<file path="config.mk">
export PLATFORM = sky130hd
export DESIGN_NAME = vec_mem_seq_flat
export DESIGN_NICKNAME = d
export VERILOG_FILES = /design/src/rtl/vec_mem_seq_if.sv /design/src/rtl/vec_mem_seq.sv /design/src/flat_wrapper.sv
export SDC_FILE = /design/constraint.sdc
export NUM_CORES = 1
export LEC_CHECK = 0
export ABC_AREA = 1
export CAP_MARGIN = 0
export CORE_MARGIN = 3
export CORE_UTILIZATION = 30
export CTS_BUF_LIST = sky130_fd_sc_hd__clkbuf_4 sky130_fd_sc_hd__clkbuf_8
export DETAILED_ROUTE_END_ITERATION = 7
export SLEW_MARGIN = 10
export SYNTH_ARGS = -nofsm -noshare
export SYNTH_HDL_FRONTEND = slang
export SYNTH_SLANG_ARGS = --single-unit
</file>
<file path="constraint.sdc">
create_clock -name clk -period 2.1 [get_ports clk]
set_input_delay 0.42 -clock clk [delete_from_list [all_inputs] [get_ports clk]]
set_output_delay 0.42 -clock clk [all_outputs]
set_load 0.01 [all_outputs]
</file>
<file path="src/rtl/vec_mem_seq_if.sv">
// rtl/vec_mem_seq_if.sv - 16-bit single-word data-memory port used by the vector memory sequencer
interface vec_mem_seq_if;
  logic        mem_req;
  logic        mem_we;
  logic [15:0] mem_addr;
  logic [15:0] mem_wdata;
  logic        mem_gnt;
  logic [15:0] mem_rdata;

  modport master (
    output mem_req, mem_we, mem_addr, mem_wdata,
    input  mem_gnt, mem_rdata
  );

  modport slave (
    input  mem_req, mem_we, mem_addr, mem_wdata,
    output mem_gnt, mem_rdata
  );
endinterface

</file>
<file path="src/rtl/vec_mem_seq.sv">
// rtl/vec_mem_seq.sv - splits a 256-bit VLD/VST into sixteen 16-bit memory accesses
// Optional VMEM_STRIDE_EN adds a signed 8-bit element stride (default: unit stride).
module vec_mem_seq #(
  parameter int LANES = 16
) (
  input  logic                   clk,
  input  logic                   rst_n,
  input  logic                   start,
  input  logic                   is_store,
  input  logic [15:0]            base_addr,
  input  logic [LANES*16-1:0]    store_data,
`ifdef VMEM_STRIDE_EN
  input  logic [7:0]             stride,
`endif
  vec_mem_seq_if.master          mem,
  output logic                   busy,
  output logic                   done,
  output logic [LANES*16-1:0]    load_data
);
  localparam int IW = $clog2(LANES);

  typedef enum logic [1:0] {IDLE, REQ, DRAIN, DONE} state_t;

  state_t                state, state_nxt;
  logic                  st_q;
  logic [15:0]           addr_q;
  logic [15:0]           step;
  logic [LANES*16-1:0]   sdata_q;
  logic [IW-1:0]         i_q;
  logic [IW-1:0]         r_q;
  logic                  rd_pend;
  logic                  accept;
  logic                  grant;
  logic                  last_issue;

  assign grant      = (state == REQ) && mem.mem_gnt;
  assign last_issue = (i_q == IW'(LANES - 1));
  assign mem.mem_addr = addr_q;

`ifdef VMEM_STRIDE_EN
  logic [15:0] step_q;
  assign step = step_q;
`else
  assign step = 16'd1;
`endif

  always_ff @(posedge clk or negedge rst_n) begin
    if (!rst_n) state <= IDLE;
    else        state <= state_nxt;
  end

  always_comb begin
    state_nxt     = state;
    accept        = 1'b0;
    busy          = 1'b0;
    done          = 1'b0;
    mem.mem_req   = 1'b0;
    mem.mem_we    = 1'b0;
    mem.mem_wdata = 16'd0;
    case (state)
      IDLE: begin
        if (start) begin
          accept    = 1'b1;
          state_nxt = REQ;
        end
      end
      REQ: begin
        busy        = 1'b1;
        mem.mem_req = 1'b1;
        mem.mem_we  = st_q;
        if (st_q) mem.mem_wdata = sdata_q[{i_q, 4'b0000} +: 16];
        if (mem.mem_gnt && last_issue) state_nxt = st_q ? DONE : DRAIN;
      end
      DRAIN: begin
        busy = 1'b1;
        // The final read returns one cycle after its grant.
        if (rd_pend) state_nxt = DONE;
      end
      DONE: begin
        done = 1'b1;
        if (start) begin
          accept    = 1'b1;
          state_nxt = REQ;
        end else begin
          state_nxt = IDLE;
        end
      end
      default: state_nxt = IDLE;
    endcase
  end

  always_ff @(posedge clk or negedge rst_n) begin
    if (!rst_n) begin
      st_q      <= 1'b0;
      addr_q    <= 16'd0;
      sdata_q   <= '0;
      i_q       <= '0;
      r_q       <= '0;
      rd_pend   <= 1'b0;
      load_data <= '0;
`ifdef VMEM_STRIDE_EN
      step_q    <= 16'd0;
`endif
    end else begin
      rd_pend <= grant && !st_q;
      if (accept) begin
        st_q    <= is_store;
        addr_q  <= base_addr;
        sdata_q <= store_data;
        i_q     <= '0;
        r_q     <= '0;
`ifdef VMEM_STRIDE_EN
        step_q  <= {{8{stride[7]}}, stride};
`endif
      end else if (grant) begin
        i_q    <= i_q + 1'b1;
        addr_q <= addr_q + step;
      end
      if (rd_pend) begin
        load_data[{r_q, 4'b0000} +: 16] <= mem.mem_rdata;
        r_q <= r_q + 1'b1;
      end
    end
  end
endmodule

</file>
<file path="src/flat_wrapper.sv">
// flat-port wrapper written by rule: the top's interface ports become plain ports
module vec_mem_seq_flat 
#(
  parameter int LANES = 16
)
  (clk, rst_n, start, is_store, base_addr, store_data, busy, done, load_data, mem_mem_req, mem_mem_we, mem_mem_addr, mem_mem_wdata, mem_mem_gnt, mem_mem_rdata);
  vec_mem_seq_if mem_i ();
  input  logic clk;
  input  logic rst_n;
  input  logic start;
  input  logic is_store;
  input  logic [15:0] base_addr;
  input  logic [LANES*16-1:0] store_data;
  output logic busy;
  output logic done;
  output logic [LANES*16-1:0] load_data;
  output wire logic [$bits(mem_i.mem_req)-1:0] mem_mem_req;
  output wire logic [$bits(mem_i.mem_we)-1:0] mem_mem_we;
  output wire logic [$bits(mem_i.mem_addr)-1:0] mem_mem_addr;
  output wire logic [$bits(mem_i.mem_wdata)-1:0] mem_mem_wdata;
  input wire logic [$bits(mem_i.mem_gnt)-1:0] mem_mem_gnt;
  input wire logic [$bits(mem_i.mem_rdata)-1:0] mem_mem_rdata;
  assign mem_mem_req = mem_i.mem_req;
  assign mem_mem_we = mem_i.mem_we;
  assign mem_mem_addr = mem_i.mem_addr;
  assign mem_mem_wdata = mem_i.mem_wdata;
  assign mem_i.mem_gnt = mem_mem_gnt;
  assign mem_i.mem_rdata = mem_mem_rdata;
  vec_mem_seq #(.LANES(LANES)) u_core (.clk(clk), .rst_n(rst_n), .start(start), .is_store(is_store), .base_addr(base_addr), .store_data(store_data), .mem(mem_i), .busy(busy), .done(done), .load_data(load_data));
endmodule
</file>
==> results.sh, run 1 <==
# flow metrics
export IMPL_status="finished with violations"
export IMPL_m1WireLength_mm=38.6
export IMPL_track_usage_pct=22.1
export IMPL_flop_area_mm2=0.0135
export IMPL_irDropWorstVdd_mv=0.570
export IMPL_cp_endpoint="mem_mem_wdata[15]"
export IMPL_hold_viol_final=0
export IMPL_powerDensity_mw_per_mm2=1370
export IMPL_finalWorstSetupSlack_ps=-701
export IMPL_setup_viol=17
export IMPL_start_kind="flip-flop"
export IMPL_die_area_mm2=0.0831
export IMPL_slew_headroom_pct=63.5
export IMPL_pg_seq_mw=16.0
export IMPL_via_per_inst=4.76
export IMPL_switching_share_pct=39.8
export IMPL_port_buffer_count=584
export IMPL_final_cells=4804
export IMPL_grt_use_met2_pct=36.9
export IMPL_seq_area_frac_synth_pct=56.5
export IMPL_yosys_cells=3000
export IMPL_cts_tree="built"
export IMPL_failed_checks="negative setup slack"
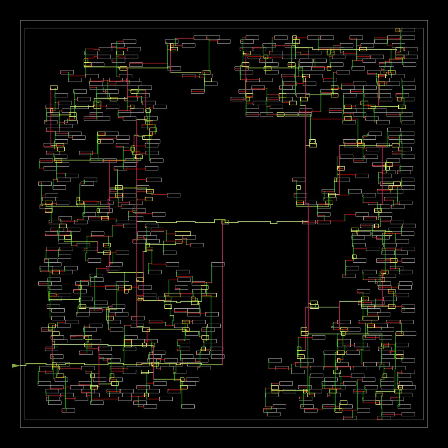
*Clock routing, run 1*
Sink Count: 540
clk_lat worst skew: 710 ps

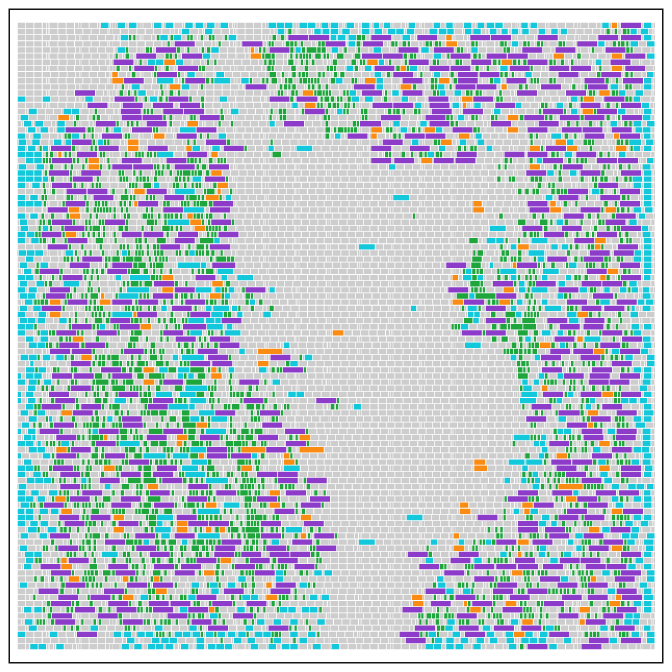
*Placement by cell class, run 1*
Fill, decap, tap and diode cells in grey.
Key: all other logic = green [cells 2280, share of their area 30%]; clock drivers and dummy loads = orange [cells 175, share of their area 6.3%]; flip-flops = purple [cells 540, share of their area 40%]; other buffers and delay cells = cyan [cells 765, share of their area 24%]
CORE AREA: 0.0782 mm2
Seq/total area: 38.2%
Final Util: 45.3%
row count: 102
post-route cell area: 0.0354 mm2

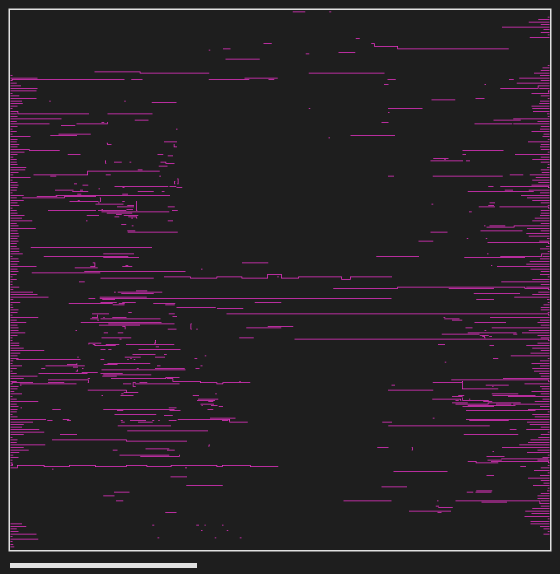
*The metal 3 layer, run 1*
The bar under the picture is 100 um long.
The layer carries 7340 um of wire. The longest straight run is 172 um.
total wire length: 95.7 mm
met3 global-route usage: 4.00%

### Signal metal coverage by tile, run 1

The bar under the picture is 100 um long. The die is cut into 29 by 29 equal tiles; dark blue is low, red is high, scaled to the fullest tile. Values are wire area over tile area, all layers added.
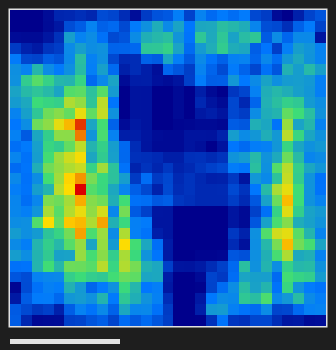

==> run 2, diff against run 1 <==
GPL_TIMING_DRIVEN = 0   (was not set)
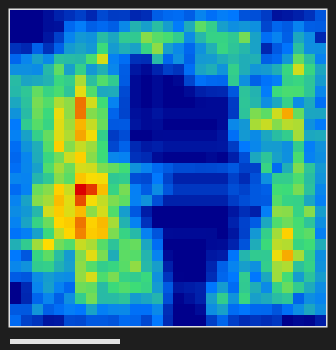
*Signal metal coverage by tile, run 2*
The bar under the picture is 100 um long. The die is cut into 29 by 29 equal tiles; dark blue is low, red is high, scaled to the fullest tile. Values are wire area over tile area, all layers added.
The fullest tile reaches 0.65. The emptiest ninth of the die: centre. The densest ninth of the die: west. 8.7% of the tiles are nearly empty. The mean over all tiles is 0.20.

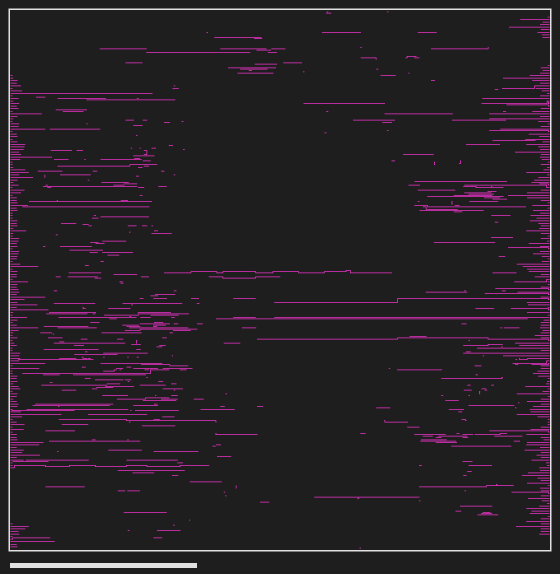
*The metal 3 layer, run 2*
The bar under the picture is 100 um long.
The wires run mostly horizontal. The layer carries 7670 um of wire. 590 nets have wire on it. The layer holds 7.6% of the routed length. The longest straight run is 166 um.

==> run 2 against run 1 <==
Compared with the run above: the run still ends with negative setup slack left; non-clock buffer count increased by 52; power increased by 0.90%; via count increased by 2.1%; combinational power increased by 3%; largest cell class unchanged; global-route usage increased by 1.6 points; largest power group unchanged.
==> results.sh, run 2 <==
# flow metrics
export IMPL_totalWireLength_mm=102
export IMPL_critPathBufInv=4
export IMPL_hold_viol_final=0
export IMPL_critPathRequiredTime_ps=1680
export IMPL_switching_share_pct=41.7
export IMPL_powerDensity_mw_per_mm2=1380
export IMPL_pg_seq_mw=16.1
export IMPL_track_usage_pct=23.7
export IMPL_seq_area_frac_synth_pct=56.5
export IMPL_yosys_cells=3000
export IMPL_cts_tree="built"
export IMPL_final_area_mm2=0.0353
export IMPL_via_per_inst=4.82
export IMPL_finalWorstSetupSlack_ps=-789
export IMPL_start_kind="flip-flop"
export IMPL_core_area_mm2=0.0782
export IMPL_setup_viol=17
export IMPL_power_mw=48.9
export IMPL_finish_utilization_pct=45.2
export IMPL_status="finished with violations"
export IMPL_final_cells=4850
export IMPL_slew_headroom_pct=55.8
export IMPL_die_area_mm2=0.0831
export IMPL_irDropWorstVdd_mv=0.510
export IMPL_comb_area_mm2=0.00960
export IMPL_grtUsageMet3_pct=5.07
export IMPL_worstSkewPairLatency_ps=720
export IMPL_placementRows=102
export IMPL_flop_area_mm2=0.0135
export IMPL_cp_endpoint="mem_mem_wdata[1]"
export IMPL_failed_checks="negative setup slack"
export IMPL_m1WireLength_mm=40.3
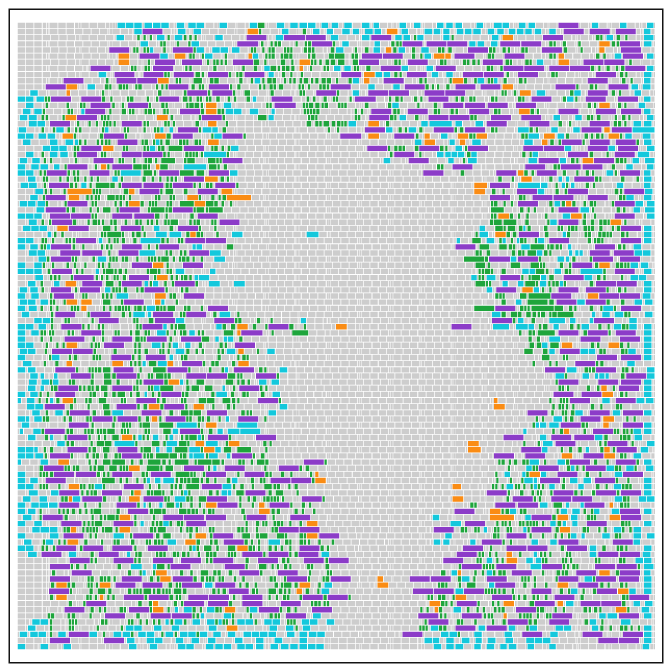
*Placement by cell class, run 2*
Fill, decap, tap and diode cells in grey.
Key: all other logic = green [cells 2280, share of their area 31%]; clock drivers and dummy loads = orange [cells 169, share of their area 6.1%]; flip-flops = purple [cells 540, share of their area 40%]; other buffers and delay cells = cyan [cells 817, share of their area 23%]

### Clock routing, run 2

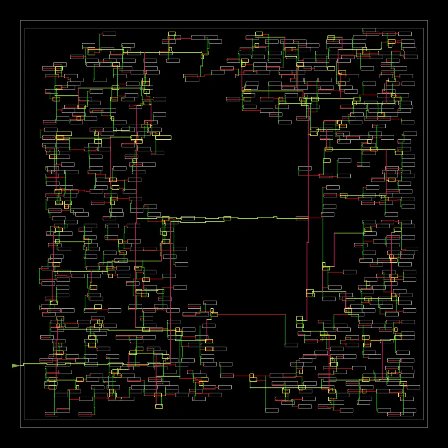

==> run 3, diff against run 2 <==
--- a/config.mk
+++ b/config.mk
@@ -9,2 +9,3 @@
 export CAP_MARGIN = 0
+export CORE_ASPECT_RATIO = 0.6
 export CORE_MARGIN = 3
@@ -14,2 +15,3 @@
 export GPL_TIMING_DRIVEN = 0
+export PLACE_DENSITY = 0.56
 export SLEW_MARGIN = 10
--- a/constraint.sdc
+++ b/constraint.sdc
@@ -3,2 +3,2 @@
 set_output_delay 0.42 -clock clk [all_outputs]
-set_load 0.01 [all_outputs]
+set_load 0.005 [all_outputs]
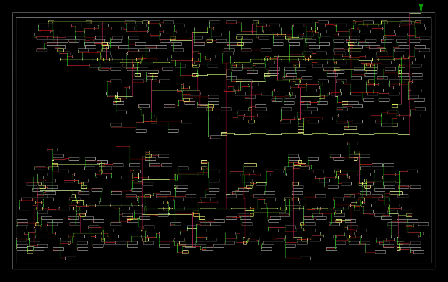
*Clock routing, run 3*
clk_skew: 40.8 ps
clock network power: 10.9 mW
Seq cells: 540
clk_lat worst skew: 770 ps

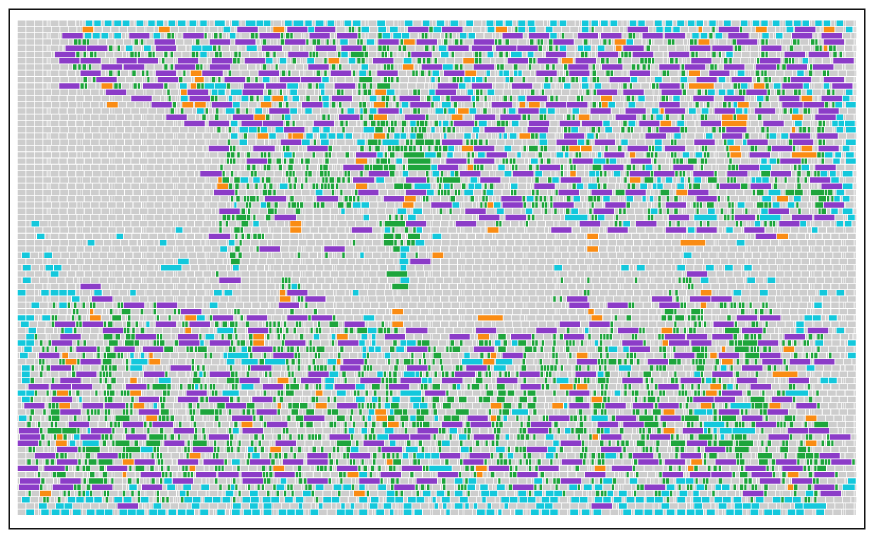
*Placement by cell class, run 3*
Fill, decap, tap and diode cells in grey.
Key: clock drivers and dummy loads = orange [cells 163, share of their area 6.0%]; all other logic = green [cells 2280, share of their area 32%]; other buffers and delay cells = cyan [cells 823, share of their area 23%]; flip-flops = purple [cells 540, share of their area 39%]
Final Util: 45.6%
post-route cell area: 0.0356 mm2
Seq/total area: 37.9%
row count: 79
CORE AREA: 0.0782 mm2

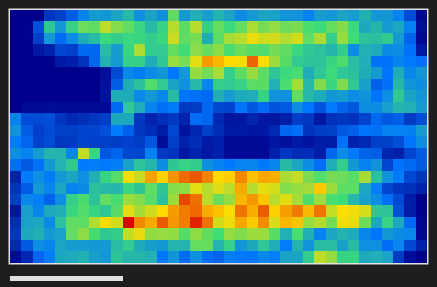
*Signal metal coverage by tile, run 3*
The bar under the picture is 100 um long. The die is cut into 37 by 22 equal tiles; dark blue is low, red is high, scaled to the fullest tile. Values are wire area over tile area, all layers added.
5.7% of the tiles are nearly empty. The mean over all tiles is 0.23. 26% of the tiles are over half the peak. The densest ninth of the die: south. The fullest tile reaches 0.65.

==> run 3 against run 2 <==
Compared with the run above: the run still ends with negative setup slack left; clock skew fell by 19 ps; fmax fell by 1.8%; via count rose by 1.8%; die area rose by 0.13%; non-clock buffer count rose by 6; largest cell class unchanged; power rose by 2.5%.
==> results.sh, run 3 <==
# flow metrics
export IMPL_grtUsageMet3_pct=11.2
export IMPL_cp_endpoint="mem_mem_wdata[2]"
export IMPL_status="finished with violations"
export IMPL_comb_area_mm2=0.00986
export IMPL_m1WireLength_mm=55.4
export IMPL_hold_viol_final=0
export IMPL_grt_use_met2_pct=34.1
export IMPL_clock_sinks=540
export IMPL_powerDensity_mw_per_mm2=1410
export IMPL_track_usage_pct=26.8
export IMPL_critPathBufInv=4
export IMPL_flop_area_mm2=0.0135
export IMPL_setup_viol=19
export IMPL_pg_seq_mw=15.9
export IMPL_cts_tree="built"
export IMPL_power_mw=50.1
export IMPL_failed_checks="negative setup slack"
export IMPL_die_area_mm2=0.0832
export IMPL_finalWorstSetupSlack_ps=-841
export IMPL_switching_share_pct=42.8
export IMPL_port_buffer_count=584
export IMPL_yosys_cells=3000
Power figures rest on the tool's default switching activity, not on a simulated workload.
